--- src/rtl/instr_fetch_unit.sv ---
// Instruction-fetch stage: issues one-word reads to instruction memory over a
// req/ready handshake and captures the result into the instruction register.
module instr_fetch_unit #(
  parameter logic [31:0] IMEM_BASE = 32'h0100_0000,
  parameter logic [31:0] IMEM_LAST = 32'h0100_0FFC,
  parameter int unsigned TIMEOUT   = 16,
  parameter logic [31:0] NOP_INSTR = 32'h0000_0013
) (
  input  logic        clk,
  input  logic        rstn,
  input  logic        fetch_start,
  input  logic [31:0] instr_addr,
  input  logic        halt,
  output logic        mem_req,
  output logic [31:0] mem_addr,
  input  logic        mem_ready,
  input  logic [31:0] mem_rdata,
  output logic [31:0] instr,
  output logic [31:0] instr_pc,
  output logic        instr_valid,
  output logic        fetch_done,
  output logic        instr_illegal,
  output logic        fault,
  output logic [1:0]  fault_code
);

  typedef enum logic [1:0] {S_IDLE, S_WAIT, S_FAULT} state_t;

  localparam logic [7:0] CNT_LAST = 8'(TIMEOUT - 1);

  state_t     state, state_nx;
  logic [7:0] cnt;
  logic       accept, misaligned, out_of_range, timed_out, got_data;

  always_comb begin
    misaligned   = (instr_addr[1:0] != 2'b00);
    out_of_range = (instr_addr < IMEM_BASE) || (instr_addr > IMEM_LAST);
    accept       = (state == S_IDLE) && fetch_start && !halt;
    got_data     = (state == S_WAIT) && mem_ready;
    // ready on the final counted edge wins over the timeout
    timed_out    = (state == S_WAIT) && !mem_ready && (cnt == CNT_LAST);
    state_nx     = state;
    case (state)
      S_IDLE:  if (accept) state_nx = (misaligned || out_of_range) ? S_FAULT : S_WAIT;
      S_WAIT:  if (got_data) state_nx = S_IDLE;
               else if (timed_out) state_nx = S_FAULT;
      S_FAULT: state_nx = S_FAULT;
      default: state_nx = S_IDLE;
    endcase
  end

  always_ff @(posedge clk or negedge rstn) begin
    if (!rstn) state <= S_IDLE;
    else       state <= state_nx;
  end

  always_ff @(posedge clk or negedge rstn) begin
    if (!rstn) begin
      mem_req       <= 1'b0;
      mem_addr      <= '0;
      instr         <= NOP_INSTR;
      instr_pc      <= '0;
      instr_valid   <= 1'b0;
      fetch_done    <= 1'b0;
      instr_illegal <= 1'b0;
      fault         <= 1'b0;
      fault_code    <= 2'b00;
      cnt           <= '0;
    end else begin
      fetch_done <= 1'b0;
      if (accept) begin
        if (misaligned) begin
          fault      <= 1'b1;
          fault_code <= 2'b01;
        end else if (out_of_range) begin
          fault      <= 1'b1;
          fault_code <= 2'b10;
        end else begin
          mem_addr    <= instr_addr;
          mem_req     <= 1'b1;
          instr_valid <= 1'b0;
          cnt         <= '0;
        end
      end else if (got_data) begin
        instr         <= mem_rdata;
        instr_pc      <= mem_addr;
        instr_valid   <= 1'b1;
        instr_illegal <= (mem_rdata[1:0] != 2'b11);
        fetch_done    <= 1'b1;
        mem_req       <= 1'b0;
      end else if (timed_out) begin
        mem_req    <= 1'b0;
        fault      <= 1'b1;
        fault_code <= 2'b11;
      end else if (state == S_WAIT) begin
        cnt <= cnt + 8'd1;
      end
    end
  end

endmodule
--- config.mk ---
export PLATFORM = sky130hd
export DESIGN_NAME = instr_fetch_unit
export DESIGN_NICKNAME = d
export VERILOG_FILES = /design/src/rtl/instr_fetch_unit.sv
export SDC_FILE = /design/constraint.sdc
export NUM_CORES = 1
export LEC_CHECK = 0
export CAP_MARGIN = 20
export CORE_MARGIN = 2
export CORE_UTILIZATION = 47
export CTS_CLUSTER_SIZE = 16
export DETAILED_ROUTE_END_ITERATION = 8
export GPL_TIMING_DRIVEN = 1
export PLACE_DENSITY_LB_ADDON = 0.2
export SKIP_CTS_REPAIR_TIMING = 1
export SLEW_MARGIN = 25
export SYNTH_ARGS = -nofsm -noshare
export SYNTH_HDL_FRONTEND = slang
export SYNTH_SLANG_ARGS = --single-unit
--- constraint.sdc ---
create_clock -name clk -period 3.8 [get_ports clk]
set_input_delay 1.14 -clock clk [delete_from_list [all_inputs] [get_ports clk]]
set_output_delay 1.14 -clock clk [all_outputs]
set_load 0.05 [all_outputs]
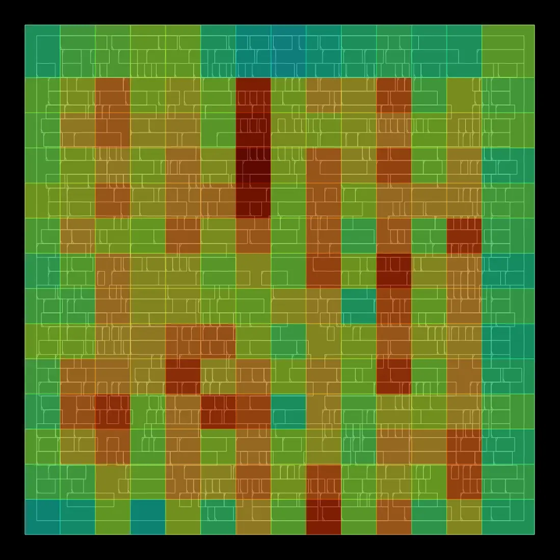
**Above:** routing congestion.
GRT met2 Usage: 38.36%
M1 GR Usage: 28.15%
gr busiest metal: met2
utilization after layout: 74.55%

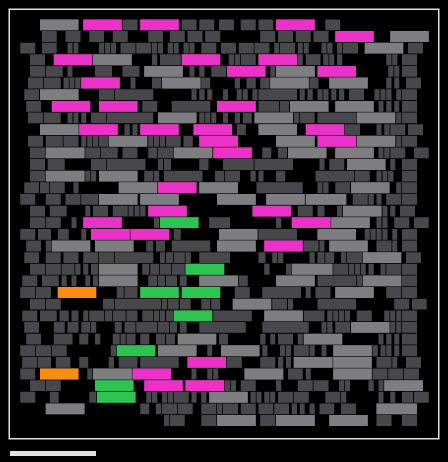
**Above:** sequential cells grouped by signal name.
Bar = 20 microns. Other sequential cells in the stronger gray, the rest of the logic in the fainter gray.
color	signal	flops
green	cnt	8
magenta	instr_pc	32
orange	fault_code	2
P_seq: 0.00121 W
FF/Latch Area: 2831 sq um
Seq/total area: 41.70%

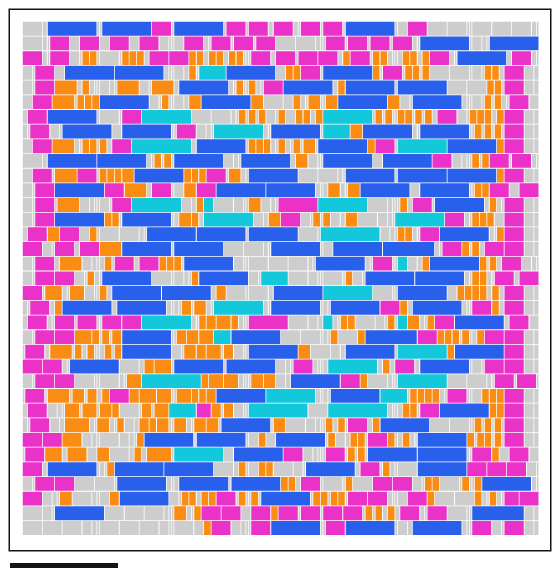
**Above:** placement by cell class.
Bar = 20 microns. Fill, decap, tap and diode cells in gray.
color	class	cells	share of their area
magenta	other buffers and delay cells	174	26%
orange	combinational and other logic	297	21%
cyan	clock drivers and dummy loads	31	9.7%
blue	flops	113	43%

==> ci_impl_report.md <==
### Metrics collected by this job

| Metric | Value |
|---|---|
| Die width | `roughly 100 microns` |
| FILL cells | `682` |
| Comb/total area | `20.78%` |
| Total gr overflow | `0` |
| ClkCell Share | `9.545%` |
| DRC errors left | `0` |
| Comb_multi_in | `296` |
| Post-Route Skew | `approximately 0.0095 ns` |
| Bufs on Longest Clock Path | `2` |
| WP data required | `between 2 and 3 ns` |
| FMAX | `333.7 MHz` |
| Crit path launch type | `flip-flop` |
| Number of clock buffers in the layout | `21` |
| Post-synth cell types | `40` |
| Area growth, synth to finish | `56.67%` |
| Power density over cell area | `roughly 450 nW/um^2` |
| Seq/Total Area, Yosys | `65.33%` |
| Cell total in the yosys stat output | `~430` |
| Avg Inst Size Synth | `slightly above 10 sq um` |
| First-pass GRT wire length | `17.87 mm` |
| Status | `completed` |
| FF+latch count | `113` |
| Port-buffer cells | `around 170` |
| P_sw | `0.0005785 W` |
| Flop pwr share | `39.6%` |
| Top power group | `clock` |
| Clock group | `approximately 0.0017 W` |
| Met3 WL | `941 microns` |
| Number of non-clock buffers | `~170` |
| Root buffer cell | `clkbuf_8` |
| # setup viols final | `0` |
| Highest metal used | `met4` |
| Logic area | `about 1400 sq um` |
| Synthesized Nets | `499` |
| Max-area cell class | `sequential cells` |
| Min Tclk post-route | `2.997 ns` |
| Comb power frac | `3.7%` |
| Post-route ant nets | `0` |
| Late-Pin Clk Latency | `a little over 0.5 ns` |
| Largest net degree at the start of global routing | `~66` |
| Inverters | `1` |
| Routability Congestion | `0.8243` |
| Max Transition Viols Final | `0` |
| Non-Filler Instances | `726` |
| Leakage power total | `~3.3 nW` |
| Via count | `3595` |
| Post-DR vias/cell | `around 5` |
| Crit-path cells | `clkdlybuf4s50_1` |
| DP Wirelength | `7.329 mm` |
| Met2 WL | `5.336 mm` |
| Total global-route track usage | `between 20% and 30%` |
| Worst setup path class | `reg2out` |
| Inserted Diodes | `0` |
| Least-Margin Pin Slew | `roughly 0.85 ns` |
| Clock network power share | `56.7%` |
| Die y size | `between 100 and 150 microns` |
| Per-cell routed wire length | `15.17 microns` |
| Routed WL | `11.01 mm` |
| Row count | `35` |
| Log Warnings | `26` |
| TritonRoute pass-1 iters | `4` |
| Fin nets | `just under 700` |
| CP Max Fanout | `2` |
| MaxCap Viol Count | `0` |
| RSZ-0062 raised after global routing | `false` |
| Tapcells | `around 110` |
| Core area | `9109 sq um` |
| CTS H-tree depth | `4` |
| Vias in the first global route | `approximately 3700` |
| Netlist Area Pre-Place | `4334 sq um` |
| Top cell family by delay on the critical path | `buffers and inverters` |
| Clock transition at the registers of the reported paths | `0.05 ns` |
| I/O pin count | `172` |
| Mapped Cells | `429` |
| Setup TNS | `0 ns` |
| Synthesized flop and latch total | `approximately 110` |
| Slowest CP cell | `clkdlybuf4s50_1` |
| Switching part of the total | `18.98%` |
| Hold Vio Cnt, Final | `0` |
| Comb group | `approximately 0.00011 W` |
| Cells after DPL | `695` |
| Crit path buf inv count | `1` |
| Critical path arrival | `1.86 ns` |
| Initial antenna violation count | `0` |
| Relative slew margins | `between 40% and 50%` |
| Fraction of final layout cells with drive strength greater than 1 | `10.08%` |
| CTS tree | `yes` |
| Pint | `0.002469 W` |
| Num Clock Sinks | `113` |
| YS chip area | `between 4000 and 5000 sq um` |
| Non-clock buffering overhead | `25.87%` |
| Crit path largest cell delay | `~0.81 ns` |
| Worst vdd ir | `0.3161 mV` |
| Num CTS Buffers | `17` |
| Fin Hold WS | `0.4554 ns` |
| Crit. End Element | `output pin` |
| Final period utilization | `78.87%` |
| 1st-iter DRT viols | `134` |
| Die area | `10010 sq um` |
| Synth warnings | `0` |
| Worst Hold Class | `reg2reg` |
| Met1 WL | `about 4.6 mm` |
| Starting density of the core | `47.58%` |
## synthesized netlist by cell type (all sizes together)
master | number | area (sq um)
and3b | 1 | 8.760
clkbuf | 15 | 56.30
or2 | 1 | 6.260
nand3b | 1 | 7.510
a31oi | 2 | 12.51
nor4 | 3 | 25.02
dfstp | 3 | 78.83
buf | 4 | 31.27
and2 | 23 | 145.1
nor4b | 1 | 8.760
nor2 | 9 | 33.78
nor3b | 1 | 7.510
a21oi | 7 | 35.03
dfrtp | 110 | 2753
nand2 | 203 | 764.5
nor3 | 2 | 15.01
or3b | 1 | 8.760
ha | 1 | 12.51
o21ai | 8 | 40.04
o31ai | 1 | 7.510
and3 | 5 | 35.03
inv | 1 | 3.750
or3 | 4 | 28.78
nand4 | 1 | 6.260
or4 | 4 | 37.53
nor2b | 1 | 6.260
or4b | 1 | 10.01
nand2b | 2 | 12.51
mux2 | 10 | 112.6
o22a | 2 | 17.52
o22ai | 1 | 6.260
## final timing paths
kind,depth (start not counted),endpoint,startpoint,slack (ns)
setup reg to reg,4,mem_addr[9]$_DFFE_PN0P_,state[0]$_DFFE_PN0P_,1.50
hold reg to reg,2,instr[0]$_DFFE_PN1P_,instr[0]$_DFFE_PN1P_,0.46
max in group asynchronous,2,instr[1]$_DFFE_PN1P_,rstn,2.35
min in group asynchronous,1,instr[29]$_DFFE_PN0P_,rstn,0.64
hold / removal,2,instr[0]$_DFFE_PN1P_,instr[0]$_DFFE_PN1P_,0.46
setup / recovery,1,instr[4],instr[4]$_DFFE_PN1P_,0.80
## per-stage QoR
stage               setup WS (ns)  instance area, sq um  total power, W
floorplan                   1.073                  4334        0.001239
global placement           0.4451                  6142        0.001340
detailed placement         0.3464                  6142        0.001341
CTS                        0.7910                  6790        0.003069
global route               0.7202                  6790        0.003133
finish                     0.8031                  6790        0.003048
## cell families (layout without fill, tap and decap cells)
family	count (synthesis)	in the layout	share of synthesized area, %
AND/OR/NAND/NOR	264	264	26.93
multiplexers	10	10	2.598
buffers and inverters	20	206	2.107
AND-OR/OR-AND	21	21	2.743
adder cells (fa/ha/maj)	1	1	0.2886
flip-flops	113	113	65.33
## metal layers
layer,track usage [%],vias up
met4,8.325,0
met1,28.15,1719
met5,0,-
met2,38.36,144
li1,-,1713
met3,8.217,19
## layout by cell type (no fill, tap or decap), types with 2 or more instances in the layout
master and n:
clkinv_2 4, o22a_1 2, or4_1 2, clkbuf_8 5, buf_12 2, or3_2 3, buf_4 2, and3_2 3
nor2_1 9, and2_1 22, clkbuf_16 16, or4_4 2, nand2_1 202, a21oi_1 7, dfstp_2 3, nand2b_1 2
mux2_2 10, dfrtp_1 110, nor4_1 2, clkdlybuf4s50_1 170, o21ai_0 8, bufinv_16 5, and3_1 2, a31oi_1 2
## worst register-to-register path, delay by kind of cell (launching register included)
kind / cells / cell delay, ns
multiplexers: 1 / 0.43
flip-flops: 1 / 0.45
AND/OR/NAND/NOR: 3 / 1.31
## state kept, by name, indices dropped and copies added, names as in the netlist
register and cells:
fault 1, fetch_done 1, instr_pc 32, mem_addr 32, cnt 8, instr_valid 1
fault_code 2, instr_illegal 1, instr 32, state 2, mem_req 1
Power figures rest on the tool's default switching activity, not on a simulated workload.
